### src/rtl/mem_ctrl_if.sv
// Request/response bus between a CPU-side requester and mem_ctrl.
// The master issues data/xdata reads and writes; the slave returns read data and busy.
interface mem_ctrl_if #(
    parameter int DW = 8,
    parameter int AW = 16
);
    logic [AW-1:0] rd_addr;
    logic          data_rd_en;
    logic          xdata_rd_en;
    logic [DW-1:0] rd_data;
    logic          rd_vld;
    logic [AW-1:0] wr_addr;
    logic [DW-1:0] wr_data;
    logic          data_wr_en;
    logic          xdata_wr_en;
    logic          busy;

    modport master (
        output rd_addr, data_rd_en, xdata_rd_en,
        output wr_addr, wr_data, data_wr_en, xdata_wr_en,
        input  rd_data, rd_vld, busy
    );

    modport slave (
        input  rd_addr, data_rd_en, xdata_rd_en,
        input  wr_addr, wr_data, data_wr_en, xdata_wr_en,
        output rd_data, rd_vld, busy
    );
endinterface

### src/rtl/mem_ctrl.sv
// Memory controller: single-cycle internal RAM and port registers in data space,
// plus a wait-stated external xdata memory sequenced by a small FSM.
module mem_ctrl #(
    parameter int DW         = 8,
    parameter int AW         = 16,
    parameter int IRAM_DEPTH = 128,
    parameter int XWAIT      = 2,
    parameter int NPORT      = 4,
    parameter int PORT_BASE  = 8'h80
) (
    input  logic                clk,
    input  logic                rst,
    mem_ctrl_if.slave           bus,
    output logic [AW-1:0]       xmem_addr,
    output logic [DW-1:0]       xmem_wdata,
    input  logic [DW-1:0]       xmem_rdata,
    output logic                xmem_re,
    output logic                xmem_we,
    input  logic [NPORT*DW-1:0] port_in,
    output logic [NPORT*DW-1:0] port_out,
    output logic [NPORT*DW-1:0] port_oe
);
    localparam int IW = (IRAM_DEPTH > 1) ? $clog2(IRAM_DEPTH) : 1;

    typedef enum logic [1:0] {IDLE, XRD, XWR, DONE} state_t;

    state_t        state_reg;
    logic          busy_reg;
    logic          rd_vld_reg;
    logic [DW-1:0] rd_data_reg;
    logic          xmem_re_reg;
    logic          xmem_we_reg;
    logic [AW-1:0] xmem_addr_reg;
    logic [DW-1:0] xmem_wdata_reg;
    logic [3:0]    wait_cnt_reg;

    logic [DW-1:0] ram [IRAM_DEPTH];

    logic             idle;
    logic             accept_data_rd;
    logic             accept_data_wr;
    logic             accept_xrd;
    logic             accept_xwr;
    logic             rd_iram;
    logic             wr_iram;
    logic [IW-1:0]    rd_idx;
    logic [IW-1:0]    wr_idx;
    logic [NPORT-1:0] rd_port_hit;
    logic [NPORT-1:0] wr_port_hit;
    logic [DW-1:0]    port_rd_val;

    assign idle = (state_reg == IDLE);

    // Data-space access has priority over an xdata read; an xdata write loses to any xdata read.
    assign accept_data_rd = idle && bus.data_rd_en;
    assign accept_data_wr = idle && bus.data_wr_en;
    assign accept_xrd     = idle && bus.xdata_rd_en && !bus.data_rd_en;
    assign accept_xwr     = idle && bus.xdata_wr_en && !bus.xdata_rd_en;

    assign rd_iram = (bus.rd_addr < AW'(IRAM_DEPTH));
    assign wr_iram = (bus.wr_addr < AW'(IRAM_DEPTH));
    assign rd_idx  = bus.rd_addr[IW-1:0];
    assign wr_idx  = bus.wr_addr[IW-1:0];

    generate
        for (genvar gi = 0; gi < NPORT; gi++) begin : g_port
            localparam logic [AW-1:0] PADDR = AW'(PORT_BASE + 16 * gi);
            logic [DW-1:0] latch_reg;

            assign rd_port_hit[gi] = (bus.rd_addr == PADDR) && !rd_iram;
            assign wr_port_hit[gi] = (bus.wr_addr == PADDR) && !wr_iram;

            always_ff @(posedge clk) begin
                if (!rst) begin
                    latch_reg <= '1;
                end else if (accept_data_wr && wr_port_hit[gi]) begin
                    latch_reg <= bus.wr_data;
                end
            end

            // Quasi-bidirectional: a 1 in the latch releases the pin, a 0 drives it low.
            assign port_out[gi*DW +: DW] = latch_reg;
            assign port_oe[gi*DW +: DW]  = ~latch_reg;
        end
    endgenerate

    // Port reads return the pin value; unmapped addresses fall through to zero.
    always_comb begin
        port_rd_val = '0;
        for (int k = 0; k < NPORT; k++) begin
            if (rd_port_hit[k]) begin
                port_rd_val = port_in[k*DW +: DW];
            end
        end
    end

    // RAM deliberately has no reset so its contents survive rst.
    always_ff @(posedge clk) begin
        if (rst && accept_data_wr && wr_iram) begin
            ram[wr_idx] <= bus.wr_data;
        end
    end

    always_ff @(posedge clk) begin
        if (!rst) begin
            state_reg      <= IDLE;
            busy_reg       <= 1'b0;
            rd_vld_reg     <= 1'b0;
            rd_data_reg    <= '0;
            xmem_re_reg    <= 1'b0;
            xmem_we_reg    <= 1'b0;
            xmem_addr_reg  <= '0;
            xmem_wdata_reg <= '0;
            wait_cnt_reg   <= '0;
        end else begin
            rd_vld_reg <= 1'b0;
            case (state_reg)
                IDLE: begin
                    if (accept_data_rd) begin
                        rd_vld_reg <= 1'b1;
                        if (rd_iram) begin
                            rd_data_reg <= ram[rd_idx];
                        end else begin
                            rd_data_reg <= port_rd_val;
                        end
                    end
                    if (accept_xrd) begin
                        state_reg     <= XRD;
                        busy_reg      <= 1'b1;
                        xmem_re_reg   <= 1'b1;
                        xmem_addr_reg <= bus.rd_addr;
                        wait_cnt_reg  <= 4'(XWAIT);
                    end else if (accept_xwr) begin
                        state_reg      <= XWR;
                        busy_reg       <= 1'b1;
                        xmem_we_reg    <= 1'b1;
                        xmem_addr_reg  <= bus.wr_addr;
                        xmem_wdata_reg <= bus.wr_data;
                        wait_cnt_reg   <= 4'(XWAIT);
                    end
                end
                XRD: begin
                    if (wait_cnt_reg == 4'd0) begin
                        rd_data_reg <= xmem_rdata;
                        rd_vld_reg  <= 1'b1;
                        xmem_re_reg <= 1'b0;
                        state_reg   <= DONE;
                    end else begin
                        wait_cnt_reg <= wait_cnt_reg - 4'd1;
                    end
                end
                XWR: begin
                    if (wait_cnt_reg == 4'd0) begin
                        xmem_we_reg <= 1'b0;
                        busy_reg    <= 1'b0;
                        state_reg   <= IDLE;
                    end else begin
                        wait_cnt_reg <= wait_cnt_reg - 4'd1;
                    end
                end
                DONE: begin
                    busy_reg  <= 1'b0;
                    state_reg <= IDLE;
                end
                default: begin
                    busy_reg  <= 1'b0;
                    state_reg <= IDLE;
                end
            endcase
        end
    end

    assign bus.rd_data  = rd_data_reg;
    assign bus.rd_vld   = rd_vld_reg;
    assign bus.busy     = busy_reg;
    assign xmem_re      = xmem_re_reg;
    assign xmem_we      = xmem_we_reg;
    assign xmem_addr    = xmem_addr_reg;
    assign xmem_wdata   = xmem_wdata_reg;
endmodule

### src/flat_wrapper.sv
// flat-port wrapper written by rule: the top's interface ports become plain ports
module mem_ctrl_flat 
#(
    parameter int DW         = 8,
    parameter int AW         = 16,
    parameter int IRAM_DEPTH = 128,
    parameter int XWAIT      = 2,
    parameter int NPORT      = 4,
    parameter int PORT_BASE  = 8'h80
)
  (clk, rst, xmem_addr, xmem_wdata, xmem_rdata, xmem_re, xmem_we, port_in, port_out, port_oe, bus_rd_addr, bus_data_rd_en, bus_xdata_rd_en, bus_wr_addr, bus_wr_data, bus_data_wr_en, bus_xdata_wr_en, bus_rd_data, bus_rd_vld, bus_busy);
  mem_ctrl_if #(.DW(DW), .AW(AW)) bus_i ();
  input  logic clk;
  input  logic rst;
  output logic [AW-1:0] xmem_addr;
  output logic [DW-1:0] xmem_wdata;
  input  logic [DW-1:0] xmem_rdata;
  output logic xmem_re;
  output logic xmem_we;
  input  logic [NPORT*DW-1:0] port_in;
  output logic [NPORT*DW-1:0] port_out;
  output logic [NPORT*DW-1:0] port_oe;
  input wire logic [$bits(bus_i.rd_addr)-1:0] bus_rd_addr;
  input wire logic [$bits(bus_i.data_rd_en)-1:0] bus_data_rd_en;
  input wire logic [$bits(bus_i.xdata_rd_en)-1:0] bus_xdata_rd_en;
  input wire logic [$bits(bus_i.wr_addr)-1:0] bus_wr_addr;
  input wire logic [$bits(bus_i.wr_data)-1:0] bus_wr_data;
  input wire logic [$bits(bus_i.data_wr_en)-1:0] bus_data_wr_en;
  input wire logic [$bits(bus_i.xdata_wr_en)-1:0] bus_xdata_wr_en;
  output wire logic [$bits(bus_i.rd_data)-1:0] bus_rd_data;
  output wire logic [$bits(bus_i.rd_vld)-1:0] bus_rd_vld;
  output wire logic [$bits(bus_i.busy)-1:0] bus_busy;
  assign bus_i.rd_addr = bus_rd_addr;
  assign bus_i.data_rd_en = bus_data_rd_en;
  assign bus_i.xdata_rd_en = bus_xdata_rd_en;
  assign bus_i.wr_addr = bus_wr_addr;
  assign bus_i.wr_data = bus_wr_data;
  assign bus_i.data_wr_en = bus_data_wr_en;
  assign bus_i.xdata_wr_en = bus_xdata_wr_en;
  assign bus_rd_data = bus_i.rd_data;
  assign bus_rd_vld = bus_i.rd_vld;
  assign bus_busy = bus_i.busy;
  mem_ctrl #(.DW(DW), .AW(AW), .IRAM_DEPTH(IRAM_DEPTH), .XWAIT(XWAIT), .NPORT(NPORT), .PORT_BASE(PORT_BASE)) u_core (.clk(clk), .rst(rst), .bus(bus_i), .xmem_addr(xmem_addr), .xmem_wdata(xmem_wdata), .xmem_rdata(xmem_rdata), .xmem_re(xmem_re), .xmem_we(xmem_we), .port_in(port_in), .port_out(port_out), .port_oe(port_oe));
endmodule
### config.mk
export PLATFORM = sky130hd
export DESIGN_NAME = mem_ctrl_flat
export DESIGN_NICKNAME = d
export VERILOG_FILES = /design/src/rtl/mem_ctrl_if.sv /design/src/rtl/mem_ctrl.sv /design/src/flat_wrapper.sv
export SDC_FILE = /design/constraint.sdc
export NUM_CORES = 1
export LEC_CHECK = 0
export ABC_AREA = 1
export ABC_CLOCK_PERIOD_IN_PS = 3710
export CAP_MARGIN = 20
export CORE_ASPECT_RATIO = 1.2
export CORE_MARGIN = 3
export CORE_UTILIZATION = 40
export CTS_CLUSTER_SIZE = 8
export DETAILED_ROUTE_END_ITERATION = 12
export MAX_ROUTING_LAYER = met4
export PLACE_DENSITY = 0.53
export SLEW_MARGIN = 20
export SYNTH_ARGS = -nofsm -noshare
export SYNTH_HDL_FRONTEND = slang
export SYNTH_SLANG_ARGS = --single-unit
### constraint.sdc
create_clock -name clk -period 3.71 [get_ports clk]
set_clock_uncertainty 0.2 [all_clocks]
set_input_delay 0.371 -clock clk [delete_from_list [all_inputs] [get_ports clk]]
set_output_delay 0.371 -clock clk [all_outputs]
set_load 0.01 [all_outputs]
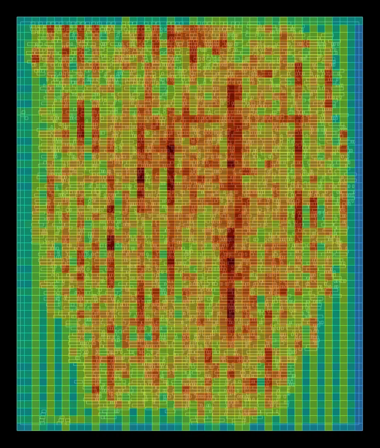
run_1/congestion_map.png
global-route usage over all layers: 22.83%
met2 track demand over resource in global routing: 38.42%

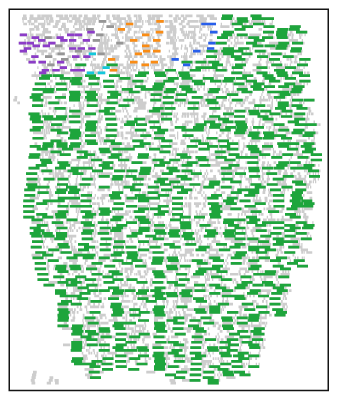
run_1/ff_map.png
(1 px per µm) Other sequential cells in the stronger gray, the rest of the logic in the fainter gray.
- u_core.g_port.latch_reg: purple (sequential cells 32; where north-west)
- u_core.wait_cnt_reg: cyan (sequential cells 4; where north-west)
- u_core.xmem_addr: orange (sequential cells 16; where north)
- u_core.bus.rd_data: blue (sequential cells 8)
- u_core.ram: green (sequential cells 1,024; where all over the die)
- not colored: 14

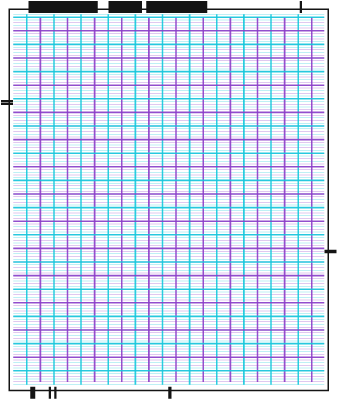
run_1/floorplan.png
(1 px per µm) Pins as bars on the die edge.
- VSS: cyan
- VDD: purple
- met4 straps: 22
- rows: 136
- met1 rails: 137
- met5 straps: 27

==> impl_results.html, run 1 <==
<!-- implementation run metrics -->
<table>
<tr><th>Metric</th><th>Value</th></tr>
<tr><th colspan="2">Cells and area</th></tr>
<tr><td>Fraction of layout cells with a size suffix above 1</td><td>9.222%</td></tr>
<tr><td>Layout overhead on the synthesized area</td><td>19.43%</td></tr>
<tr><td>Nets</td><td>4,901</td></tr>
<tr><td>Flip-flop count of the largest register, all copies and words added</td><td>1,024</td></tr>
<tr><td>Final core utilization</td><td>48.37%</td></tr>
<tr><th colspan="2">Detailed routing</th></tr>
<tr><td>Remaining number of nets flagged by the antenna check after routing</td><td>0</td></tr>
<tr><td>Count of routing violations after the opening detailed-route iteration</td><td>2,854</td></tr>
<tr><td>DRC violation count after routing</td><td>0</td></tr>
<tr><td>Vias post-DR</td><td>32,290</td></tr>
<tr><th colspan="2">Yosys</th></tr>
<tr><td>Post-synthesis register bit count</td><td>1,098</td></tr>
<tr><td>Area share, top type</td><td>66.00%</td></tr>
<tr><td>Post-synthesis instance total</td><td>4,458</td></tr>
<tr><td>Cell count in the Yosys report</td><td>4,458</td></tr>
<tr><td>YS chip area</td><td>46,590 µm²</td></tr>
<tr><td>Area leader, netlist</td><td>edfxtp_1</td></tr>
<tr><td>Mux frac, synth</td><td>0%</td></tr>
<tr><th colspan="2">Timing</th></tr>
<tr><td>Post-layout min period</td><td>3.398 ns</td></tr>
<tr><td>Least-Margin Pin Slew</td><td>0.9923 ns</td></tr>
<tr><td>Total negative slack</td><td>0 ns</td></tr>
<tr><td>Min Hold Slack</td><td>0.003266 ns</td></tr>
<tr><td>Crit share post-route</td><td>91.58%</td></tr>
<tr><td>Max transition margin</td><td>33.85%</td></tr>
<tr><th colspan="2">Worst setup path</th></tr>
<tr><td>Reg-to-reg critical path endpoint</td><td>u_core.ram[21][6]$_DFFE_PP_</td></tr>
<tr><td>Critical path data required time</td><td>3.96 ns</td></tr>
<tr><td>Cell class contributing the biggest share of worst-path delay</td><td>simple AND/OR/NAND/NOR gates</td></tr>
<tr><td>Critical Setup Path Class</td><td>reg -&gt; reg</td></tr>
<tr><th colspan="2">Run status</th></tr>
<tr><td>Result of the run</td><td>finished, final reports clean</td></tr>
<tr><th colspan="2">Die</th></tr>
<tr><td>Horizontal die size</td><td>317.5 µm</td></tr>
<tr><td>Overall die height</td><td>379.9 µm</td></tr>
<tr><td>Placement row count</td><td>136</td></tr>
<tr><td>I/O pin cnt</td><td>186</td></tr>
<tr><th colspan="2">Placement</th></tr>
<tr><td>Port bufs</td><td>185</td></tr>
<tr><td>Post-DP HPWL</td><td>82,360 µm</td></tr>
<tr><td>Final weighted congestion in routability-driven placement</td><td>0.8550</td></tr>
<tr><th colspan="2">Power and ir drop</th></tr>
<tr><td>Clk network pwr share</td><td>43.5%</td></tr>
<tr><td>Combinational cell fraction of total power</td><td>8.6%</td></tr>
<tr><td>Maximum vdd ir drop</td><td>0.0004348 V</td></tr>
<tr><td>Overall Power</td><td>28.65 mW</td></tr>
<tr><td>Reg power frac</td><td>47.9%</td></tr>
<tr><th colspan="2">Clock network</th></tr>
<tr><td>Master cell of the clock root buffer</td><td>clkbuf_16</td></tr>
<tr><td>Cts-stage hold buffer count</td><td>12</td></tr>
<tr><td>Bufs on Longest Clock Path</td><td>3</td></tr>
<tr><td>Setup bufs post-CTS</td><td>0</td></tr>
<tr><td>Resized Gates After CTS</td><td>0</td></tr>
<tr><td>Number of buffers created by CTS</td><td>155</td></tr>
<tr><th colspan="2">Hold path</th></tr>
<tr><td>Worst hold path cell count</td><td>1</td></tr>
<tr><th colspan="2">Global route</th></tr>
<tr><td>Number of global-route vias before repair</td><td>31,810</td></tr>
<tr><td>Antenna violations before repair</td><td>1</td></tr>
</table>
[run 1: layout by cell type (no fill, tap or decap), drive strengths merged]
master,instances
a21oi,67
a31oi,23
and3,1
buf,257
clkbuf,177
clkdlybuf4s50,172
clkinv,8
dfxtp,74
diode,2
dlygate4sd3,12
edfxtp,1024
ha,7
inv,352
nand2,1222
nand3,479
nand4,4
nor2,637
nor3,3
nor4,4
o211ai,70
o21ai,242
xor2,1
[run 1: routing by layer]
metal | global-route usage, % | share of wire, % | vias up
met5 | - | 0 | -
met1 | 28.52 | 42 | 15570
met2 | 38.42 | 51 | 871
li1 | - | - | 15620
met3 | 2.966 | 4.7 | 233
met4 | 7.773 | 3.1 | 0
[run 1: cell usage after synthesis]
cell type  instances
a21oi_1           66
o21ai_0          237
edfxtp_1        1024
buf_1             41
nand2_2            1
clkbuf_1         109
nor2_1           631
nand2_1         1221
nand4_1            4
clkinv_1           5
inv_4              1
nor2_4             1
inv_1            346
nor3_1             3
buf_4              5
o21ai_1            5
nor2_2             5
dfxtp_1           74
and3_1             1
o211ai_1          70
buf_6             26
xor2_1             1
ha_1               7
buf_2             65
buf_8              2
nor4_1             4
a31oi_1           23
nand3_1          479
a21oi_2            1
[run 1: area by class of cell]
type	instances	area, µm²	share of cell area [%]
clock inverters	8	96.34	0.1731
repair buffers	441	4179	7.511
multi-input cells	2760	11840	21.28
inverters	352	1344	2.415
well taps	1518	1899	3.413
diodes	2	5.005	0.008995
clock buffers	177	4046	7.272
flip-flops and latches	1098	32230	57.93
[run 1: worst reg2reg max path: stages (launching register included)]
cell	delay [ns]
dfxtp_1	0.33
inv_1	0.13
ha_1	0.31
nand2_1	0.13
nor4_2	0.41
inv_1	0.11
nor2_1	0.31
nand3_2	0.40
buf_4	0.36
nor2_1	0.23
buf_4	0.19
--- run 2 (diff from run 1) ---
- PLACE_DENSITY: 0.53 -> 0.63
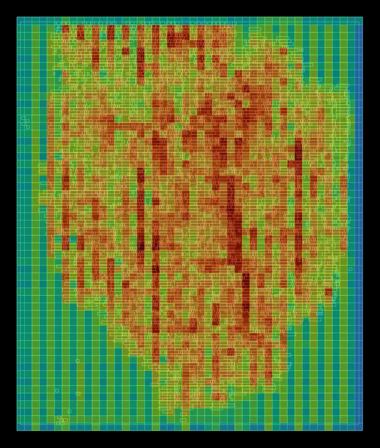
run_2/congestion_map.png
met1 track utilization from global routing: 26.00%
met2 track demand over resource in global routing: 36.69%

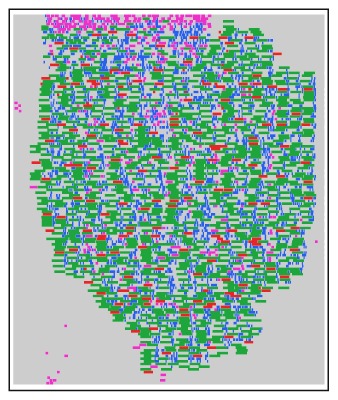
run_2/class_map.png
(1 px per µm) Fill, decap, tap and diode cells in gray.
- remaining buffers and delay cells: magenta (cells 406)
- registers: green (cells 1,098)
- remaining logic cells: blue (cells 3,112)
- clock drivers and dummy loads: red (cells 192)

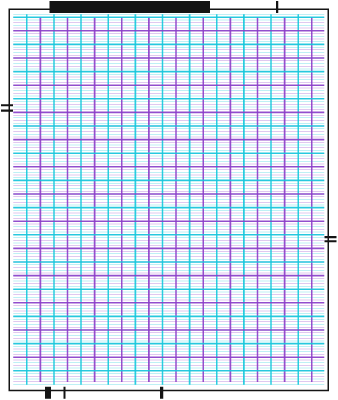
run_2/floorplan.png
(1 px per µm) Pins as bars on the die edge.
horizontal die size: 317.5 µm
overall die height: 379.9 µm

==> run 2 against run 1 <==
  * Synthesized cell count is the same
  * Sequential share of layout area grew 0.38 points
  * Non-clock buffer count shrank 35
  * First-iteration DRC count grew 16%
  * Hold slack gained 0.023 ns
  * Register-to-register slack gained 0.12 ns
  * Total power grew 0.21%
  * Die area is the same
  * Flip-flop count is the same
  * Critical path type unchanged
  * Critical endpoint is now u_core.ram[25][0]$_DFFE_PP_
==> impl_results.html, run 2 <==
<!-- implementation run metrics -->
<table>
<tr><th>Metric</th><th>Value</th></tr>
<tr><th colspan="2">Global route</th></tr>
<tr><td>Number of global-route vias before repair</td><td>32,090</td></tr>
<tr><td>Global-route layer with the greatest usage</td><td>met2</td></tr>
<tr><td>Global-route usage over all layers</td><td>21.65%</td></tr>
<tr><td>Met3 Use GR</td><td>2.902%</td></tr>
<tr><td>Antenna violations before repair</td><td>1</td></tr>
<tr><th colspan="2">Cells and area</th></tr>
<tr><td>Nets</td><td>4,866</td></tr>
<tr><td>Layout overhead on the synthesized area</td><td>18.65%</td></tr>
<tr><td>Most frequently placed logic cells in the final layout</td><td>nand2_1, edfxtp_1, nor2_1, nand3_1, inv_1</td></tr>
<tr><td>Final core utilization</td><td>48.05%</td></tr>
<tr><td>Number of inserted diodes</td><td>0</td></tr>
<tr><td>Commonest non-fill, non-tap cell in the layout</td><td>nand2_1</td></tr>
<tr><th colspan="2">Yosys</th></tr>
<tr><td>Area leader, netlist</td><td>edfxtp_1</td></tr>
<tr><td>Proportion of synthesized flip-flops having asynchronous set or reset</td><td>0%</td></tr>
<tr><td>Area share, top type</td><td>66.00%</td></tr>
<tr><td>Most frequently used cell type in the post-synthesis netlist</td><td>nand2_1</td></tr>
<tr><td>Most instantiated flip-flop cell in the synthesis netlist</td><td>edfxtp_1</td></tr>
<tr><td>Count of library flops with an enable pin</td><td>1,024</td></tr>
<tr><td>Top post-synthesis cells by count</td><td>nand2_1, edfxtp_1, nor2_1</td></tr>
<tr><td>Post-synthesis register bit count</td><td>1,098</td></tr>
<tr><th colspan="2">Timing</th></tr>
<tr><td>Max transition margin</td><td>33.69%</td></tr>
<tr><td>Least-Margin Pin Slew</td><td>0.9947 ns</td></tr>
<tr><td>Total negative slack</td><td>0 ns</td></tr>
<tr><td>Post-layout min period</td><td>3.278 ns</td></tr>
<tr><th colspan="2">Worst setup path</th></tr>
<tr><td>Critical Setup Path Class</td><td>reg -&gt; reg</td></tr>
<tr><td>Critical path data required time</td><td>3.96 ns</td></tr>
<tr><th colspan="2">Power and ir drop</th></tr>
<tr><td>Reg power frac</td><td>47.9%</td></tr>
<tr><td>Clk network pwr share</td><td>43.8%</td></tr>
<tr><th colspan="2">Detailed routing</th></tr>
<tr><td>Vias post-DR</td><td>32,900</td></tr>
<tr><td>Highest layer used for signal routing</td><td>met4</td></tr>
<tr><td>M1 WL</td><td>51,030 µm</td></tr>
<tr><td>Remaining number of nets flagged by the antenna check after routing</td><td>0</td></tr>
<tr><td>Met2 wire length</td><td>65,770 µm</td></tr>
<tr><td>Routed met3 length</td><td>7707 µm</td></tr>
<tr><td>DRC violation count after routing</td><td>0</td></tr>
<tr><th colspan="2">Clock network</th></tr>
<tr><td>Resized Gates After CTS</td><td>0</td></tr>
<tr><td>Master cell of the clock root buffer</td><td>clkbuf_16</td></tr>
<tr><td>Setup bufs post-CTS</td><td>0</td></tr>
<tr><th colspan="2">Hold path</th></tr>
<tr><td>Worst hold path cell count</td><td>1</td></tr>
<tr><th colspan="2">Die</th></tr>
<tr><td>Placement row count</td><td>136</td></tr>
<tr><td>I/O pin cnt</td><td>186</td></tr>
<tr><th colspan="2">Run status</th></tr>
<tr><td>Result of the run</td><td>finished, final reports clean</td></tr>
<tr><th colspan="2">Placement</th></tr>
<tr><td>Final weighted congestion in routability-driven placement</td><td>0.8617</td></tr>
</table>
run 2: cell count changes in the layout (fill, tap and decap cells not counted), moves of 5 or more:
cell	previous run	this run
buf_12	30	20
buf_4	217	204
buf_6	6	0
dlygate4sd3_1	12	6
nand3_1	472	477
run 2: power groups by stage:
stage          clock network, mW  logic, mW  registers, mW
2_1_floorplan                  0       1.23           14.0
3_3_place_gp                   0       2.36           14.0
3_5_place_dp                   0       2.38           14.0
4_1_cts                     12.8       2.40           13.7
5_1_grt                     13.3       2.62           13.7
6_report                    12.6       2.39           13.7
run 2: through the flow:
stage	hold slack, ns	worst slack, ns	cells
final	0.02646	0.4320	6326
after global routing	0.02787	0.2786	6326
after global placement	0.2516	0.2511	6127
after detailed placement	0.2570	0.2915	6128
after floorplan	0.2444	1.021	4458
after CTS	0.003901	0.4358	6326
run 2: layout make-up:
cell class | count | area, µm²
clock buffer | 181 | 4061
clock inverter | 11 | 186.4
fill | 10390 | 59750
inverter | 352 | 1344
multi-input combinational | 2760 | 11800
sequential | 1098 | 32230
tap | 1518 | 1899
timing repair buffer | 406 | 3754
run 2: worst max-delay path, cell delays in order (launching register included):
cell and delay (ns):
dfxtp_1 0.33, inv_1 0.13, ha_1 0.30, nand2_1 0.12
nor4_1 0.57, inv_1 0.14, nor2_1 0.25, nand3_1 0.10
buf_4 0.29, nor2_1 0.35, buf_4 0.21
run 2: logic make-up after synthesis:
kind of cell / after synthesis / share of synthesized area (%)
AND/OR/NAND/NOR: 2350 / 20.32
flip-flops: 1098 / 69.18
adder cells (fa/ha/maj): 7 / 0.1880
AND-OR/OR-AND: 402 / 4.764
buffers and inverters: 600 / 5.522
XOR/XNOR: 1 / 0.01880
run 2: what timing repair did:
action	CTS	global route
hold buffers	6	0
hold endpoints to repair	157	0
endpoints found under the setup margin	0	0
Power and IR drop assume default switching activity.
